### config.mk
export PLATFORM = sky130hd
export DESIGN_NAME = code_cmp
export DESIGN_NICKNAME = d
export VERILOG_FILES = /design/src/rtl/code_cmp.sv
export SDC_FILE = /design/constraint.sdc
export NUM_CORES = 1
export LEC_CHECK = 0
export CAP_MARGIN = 5
export CORE_ASPECT_RATIO = 0.75
export CORE_MARGIN = 4
export CORE_UTILIZATION = 35
export DETAILED_ROUTE_END_ITERATION = 10
export GPL_TIMING_DRIVEN = 0
export HOLD_SLACK_MARGIN = 0.03
export PLACE_DENSITY = 0.53
export SYNTH_ARGS = -nofsm -noshare
export SYNTH_HDL_FRONTEND = slang
export SYNTH_SLANG_ARGS = --single-unit
export TNS_END_PERCENT = 100
### constraint.sdc
create_clock -name clk -period 3.98 [get_ports clk]
set_input_delay 0.398 -clock clk [delete_from_list [all_inputs] [get_ports clk]]
set_output_delay 0.398 -clock clk [all_outputs]
set_load 0.02 [all_outputs]
### src/rtl/code_cmp.sv
// Code comparator: collects N digits, compares them with a stored code and
// locks out entry for LOCK_CYC cycles after MAX_FAIL consecutive mismatches.
module code_cmp #(
  parameter int                DW       = 4,
  parameter int                N        = 4,
  parameter int                MAX_FAIL = 3,
  parameter int                LOCK_CYC = 16,
  parameter logic [N*DW-1:0]   RST_CODE = '0
) (
  input  logic                            clk,
  input  logic                            rst_n,
  input  logic [DW-1:0]                   din,
  input  logic                            din_valid,
  input  logic                            clr,
  input  logic                            set_code,
  input  logic [N*DW-1:0]                 code_in,
  output logic                            ready,
  output logic                            match,
  output logic                            mismatch,
  output logic                            locked,
  output logic [$clog2(N+1)-1:0]          digit_cnt,
  output logic [$clog2(MAX_FAIL+1)-1:0]   fail_cnt
);

  localparam int CW = $clog2(N + 1);
  localparam int FW = $clog2(MAX_FAIL + 1);
  localparam int LW = $clog2(LOCK_CYC + 1);

  localparam logic [CW-1:0] LAST_DIGIT = CW'(N - 1);
  localparam logic [FW-1:0] FAIL_MAX   = FW'(MAX_FAIL);
  localparam logic [LW-1:0] LOCK_LAST  = LW'(LOCK_CYC - 1);

  typedef enum logic [1:0] {
    ENTRY = 2'd0,
    CHECK = 2'd1,
    LOCK  = 2'd2
  } state_t;

  state_t            state_r, state_nx;
  logic [N*DW-1:0]   code_r, code_nx;
  logic [N*DW-1:0]   entered_r;
  logic [CW-1:0]     digit_cnt_r, digit_cnt_nx;
  logic [FW-1:0]     fail_r, fail_nx, fail_inc;
  logic [LW-1:0]     lock_r, lock_nx;
  logic              match_r, match_nx;
  logic              mismatch_r, mismatch_nx;
  logic              ready_r, locked_r;
  logic              dig_we;

  // Digit-wise equality: every digit must agree.
  function automatic logic codes_equal(input logic [N*DW-1:0] a,
                                       input logic [N*DW-1:0] b);
    logic eq;
    eq = 1'b1;
    for (int i = 0; i < N; i++) begin
      eq = eq & (a[i*DW +: DW] == b[i*DW +: DW]);
    end
    return eq;
  endfunction

  assign fail_inc = fail_r + FW'(1);

  // Next-state and next-output logic.
  always_comb begin
    state_nx     = state_r;
    code_nx      = code_r;
    digit_cnt_nx = digit_cnt_r;
    fail_nx      = fail_r;
    lock_nx      = lock_r;
    match_nx     = 1'b0;
    mismatch_nx  = 1'b0;
    dig_we       = 1'b0;
    case (state_r)
      ENTRY: begin
        if (set_code) begin
          code_nx      = code_in;
          digit_cnt_nx = '0;
          fail_nx      = '0;
        end else if (clr) begin
          digit_cnt_nx = '0;
        end else if (din_valid) begin
          dig_we       = 1'b1;
          digit_cnt_nx = digit_cnt_r + CW'(1);
          if (digit_cnt_r == LAST_DIGIT) begin
            state_nx = CHECK;
          end else begin
            state_nx = ENTRY;
          end
        end else begin
          state_nx = ENTRY;
        end
      end
      CHECK: begin
        digit_cnt_nx = '0;
        if (codes_equal(entered_r, code_r)) begin
          match_nx = 1'b1;
          fail_nx  = '0;
          state_nx = ENTRY;
        end else if (fail_inc < FAIL_MAX) begin
          mismatch_nx = 1'b1;
          fail_nx     = fail_inc;
          state_nx    = ENTRY;
        end else begin
          mismatch_nx = 1'b1;
          fail_nx     = FAIL_MAX;
          lock_nx     = '0;
          state_nx    = LOCK;
        end
      end
      LOCK: begin
        // The cycle that carries the mismatch pulse counts as lock cycle 1.
        if (lock_r == LOCK_LAST) begin
          lock_nx  = '0;
          fail_nx  = '0;
          state_nx = ENTRY;
        end else begin
          lock_nx  = lock_r + LW'(1);
          state_nx = LOCK;
        end
      end
      default: begin
        state_nx     = ENTRY;
        digit_cnt_nx = '0;
        fail_nx      = '0;
        lock_nx      = '0;
      end
    endcase
  end

  // FSM state register.
  always_ff @(posedge clk) begin
    if (!rst_n) begin
      state_r <= ENTRY;
    end else begin
      state_r <= state_nx;
    end
  end

  // Datapath and registered outputs.
  always_ff @(posedge clk) begin
    if (!rst_n) begin
      code_r      <= RST_CODE;
      entered_r   <= '0;
      digit_cnt_r <= '0;
      fail_r      <= '0;
      lock_r      <= '0;
      match_r     <= 1'b0;
      mismatch_r  <= 1'b0;
      ready_r     <= 1'b1;
      locked_r    <= 1'b0;
    end else begin
      code_r      <= code_nx;
      digit_cnt_r <= digit_cnt_nx;
      fail_r      <= fail_nx;
      lock_r      <= lock_nx;
      match_r     <= match_nx;
      mismatch_r  <= mismatch_nx;
      ready_r     <= (state_nx == ENTRY);
      locked_r    <= (state_nx == LOCK);
      for (int i = 0; i < N; i++) begin
        if (dig_we && (digit_cnt_r == CW'(i))) begin
          entered_r[i*DW +: DW] <= din;
        end
      end
    end
  end

  assign ready     = ready_r;
  assign match     = match_r;
  assign mismatch  = mismatch_r;
  assign locked    = locked_r;
  assign digit_cnt = digit_cnt_r;
  assign fail_cnt  = fail_r;

endmodule

### Metal 1, run 1

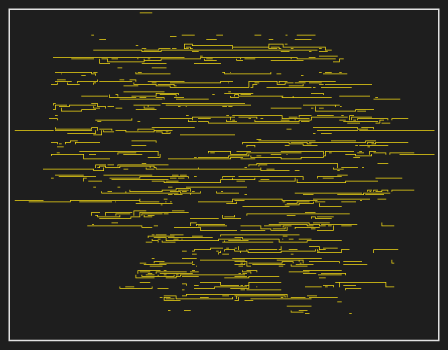
The wires run mostly horizontal. The layer holds 57% of the routed length. The layer carries 2650 microns of wire. The longest straight run is 35.6 microns.
met1 track demand over resource in global routing: 20.1%
Vias: 1651
aggregate routed wire length: 4640 microns

### Track usage over the die, run 1

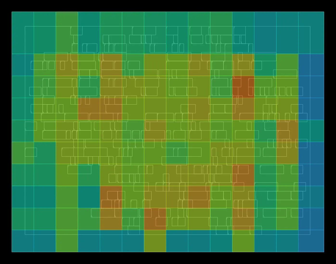
aggregate global-route resource usage: 13.2%
utilization of the core after routing: 45.0%
met2 capacity usage during global routing: 17.7%

### Sequential cells grouped by signal name, run 1

Other sequential cells in the stronger grey, the rest of the logic in the fainter grey.
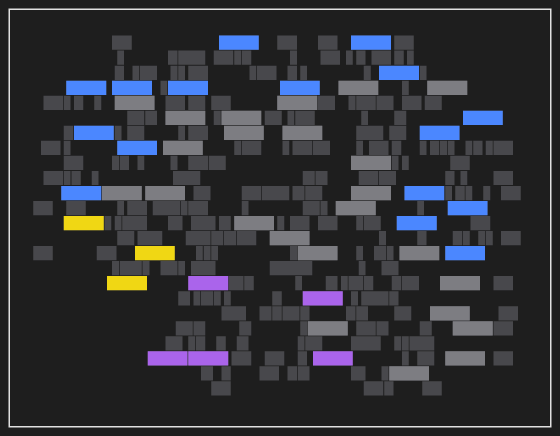
Key: blue = code_r [flops 16]; yellow = digit_cnt [flops 3]; purple = lock_r [flops 5]

### Nets reached from selected ports, run 1

The bar under the picture is 20 microns long.
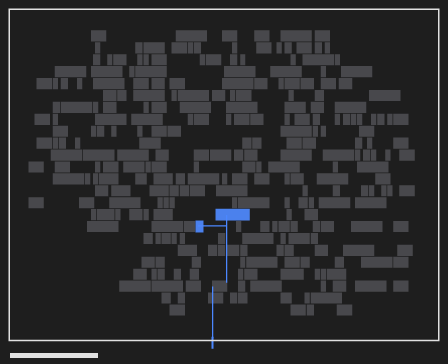
Key: blue = clr [direction input, edge bottom, end cells 2, buffers 1, wire 33.5 microns]
Port Buf Inserts: 32
number of primary I/O pins: 34

==> COMMIT_EDITMSG, run 1 <==
Update PnR metrics after Yosys + OpenROAD run

- The run finished with clean final reports.
* Relative contribution of the clock network to total power: 34.1%
* Required time reported for the critical path endpoint: 4.15 ns
- DP Wirelength: 3450 microns
- Capture point of the critical path: entered_r[0]
- Critical Path Start: set_code
* Overall die area: 7350 sq um
* Register-to-register path setup slack: 2.18 ns
- Most common cell in the netlist: dfxtp_1
- The main area contributors are dfxtp_1 45%, mux2i_1 7.6%, nand2_1 6.8%.
* Clock Tree Buf Depth: 2
- Post-route period utilization is reported as 45.9%.
- According to the tapcell log, the count of inserted taps is 78.
* Number of endpoints failing setup at the final stage: 0
* Power consumption: 0.000879 W
* Min Hold Slack: 0.419 ns
* Drt first pass iters: 4
- Yosys reports the multiplexer fraction of the synthesized area as 8.12%.
- XOR/XNOR share of the synthesized area: 6.64%
- Flip-flop and latch power: 0.000499 W
* Number of nets at floorplan: 267
- Post-cts hold buffer count: 0
- Final estimated routing congestion in global placement: 0.739
- For reference, full adder, half adder and majority cells occupy 4.15% of the area reported after synthesis.
- The final layout report lists a non-clock inverter count of 7.
* Largest registers: code_r (16), entered_r (16), lock_r (5)
* Top cell type by total area after synthesis: dfxtp_1
- Dominant register cell in the synthesized netlist: dfxtp_1
* Synth Area in Simple Gates: 20.2%
- Counting flops and latches in the post-synthesis netlist gives 48.
- Area growth syn-to-layout: 24.2%
- Flip-flop and latch share of the layout cell area: 36.6%
* Chip area from the yosys synthesis statistics: 2110 sq um
==> run 2: changes to the inputs <==
Clock period 3.98 ns to 1.7 ns, I/O delays scaled along.
==> COMMIT_EDITMSG, run 2 <==
Update PnR metrics after Yosys + OpenROAD run

* XOR/XNOR share of the synthesized area: 6.64% (unchanged)
- In the finished design, the share of the clock period the worst path needs comes to 94.0%.
* Largest cells by area after synthesis: dfxtp_1 45%, mux2i_1 7.6%, nand2_1 6.8%
- The cts-stage hold buffer count was 0 (unchanged).
- Final estimated routing congestion in global placement: 0.739 (unchanged)
- The setup slack on the worst flop-to-flop path is 0.10 ns (-2.08 ns).
- The chip area line of the yosys report came to 2110 sq um (unchanged).
- The worst hold slack is 0.193 ns (-0.226 ns).
- The total die size was 7350 sq um (unchanged).
* Met2 capacity usage during global routing: 17.8% (+0.076 points)
- The post-synthesis share of cell area spent on and, or, nand and nor gates is 20.2% (unchanged).
- Number of endpoints failing setup at the final stage: 0 (unchanged)
* Aggregate routed wire length: 4680 microns (+0.80%)
- Adder Share, Synth: 4.15% (unchanged)
- Critical Path Start: code_r[9]
* Required time reported for the critical path endpoint: 1.90 ns (-2.25 ns)
* DP Wirelength: 3450 microns (unchanged)
- Relative to the synthesized area, the layout overhead comes to 25.1%.
* Dominant register cell in the synthesized netlist: dfxtp_1
* Run status: completed
- Aggregate global-route resource usage: 13.2% (+0.020 points)
* Area fraction in mux cells: 8.12% (unchanged)
- The registers reported with the highest flop counts are code_r (16), entered_r (16), lock_r (5).
- OpenSTA lists the critical path endpoint as locked.
- Flip-flop and latch power: 0.00117 W (+130%)
- Register bit total from synthesis: 48 (unchanged)
- The detailed-route via count is 1660 (+0.55%).
### Nets reached from selected ports, run 2

The bar under the picture is 20 microns long.
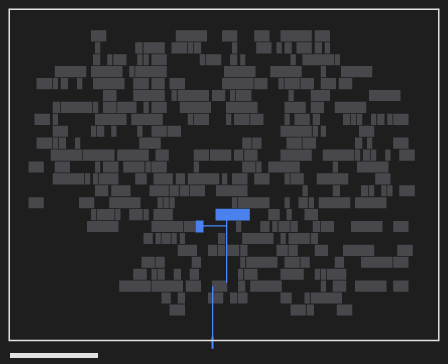
Key: blue = clr [direction input, edge bottom, end cells 2, buffers 1, wire 33.5 microns]

### Routed clock nets over the placement, run 2

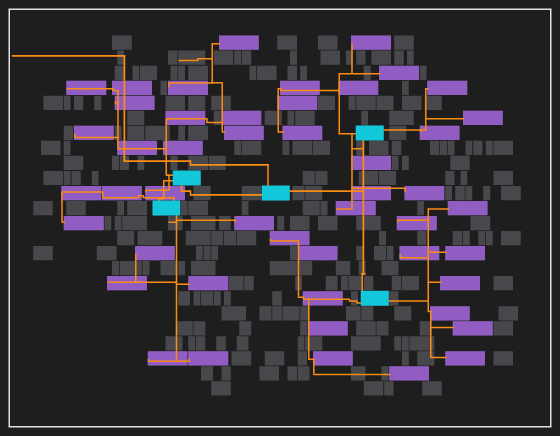
Key: purple = flip-flops [count 48]; orange = clock wires [length 583 microns]; cyan = clock drivers [count 5]
There are 6 routed clock nets.
relative contribution of the clock network to total power: 34.0%
clock network power consumption: 0.000702 W
final clock skew: 0.00633 ns
Insertion Delay late pin: 0.30 ns

Power figures rest on the tool's default switching activity, not on a simulated workload.
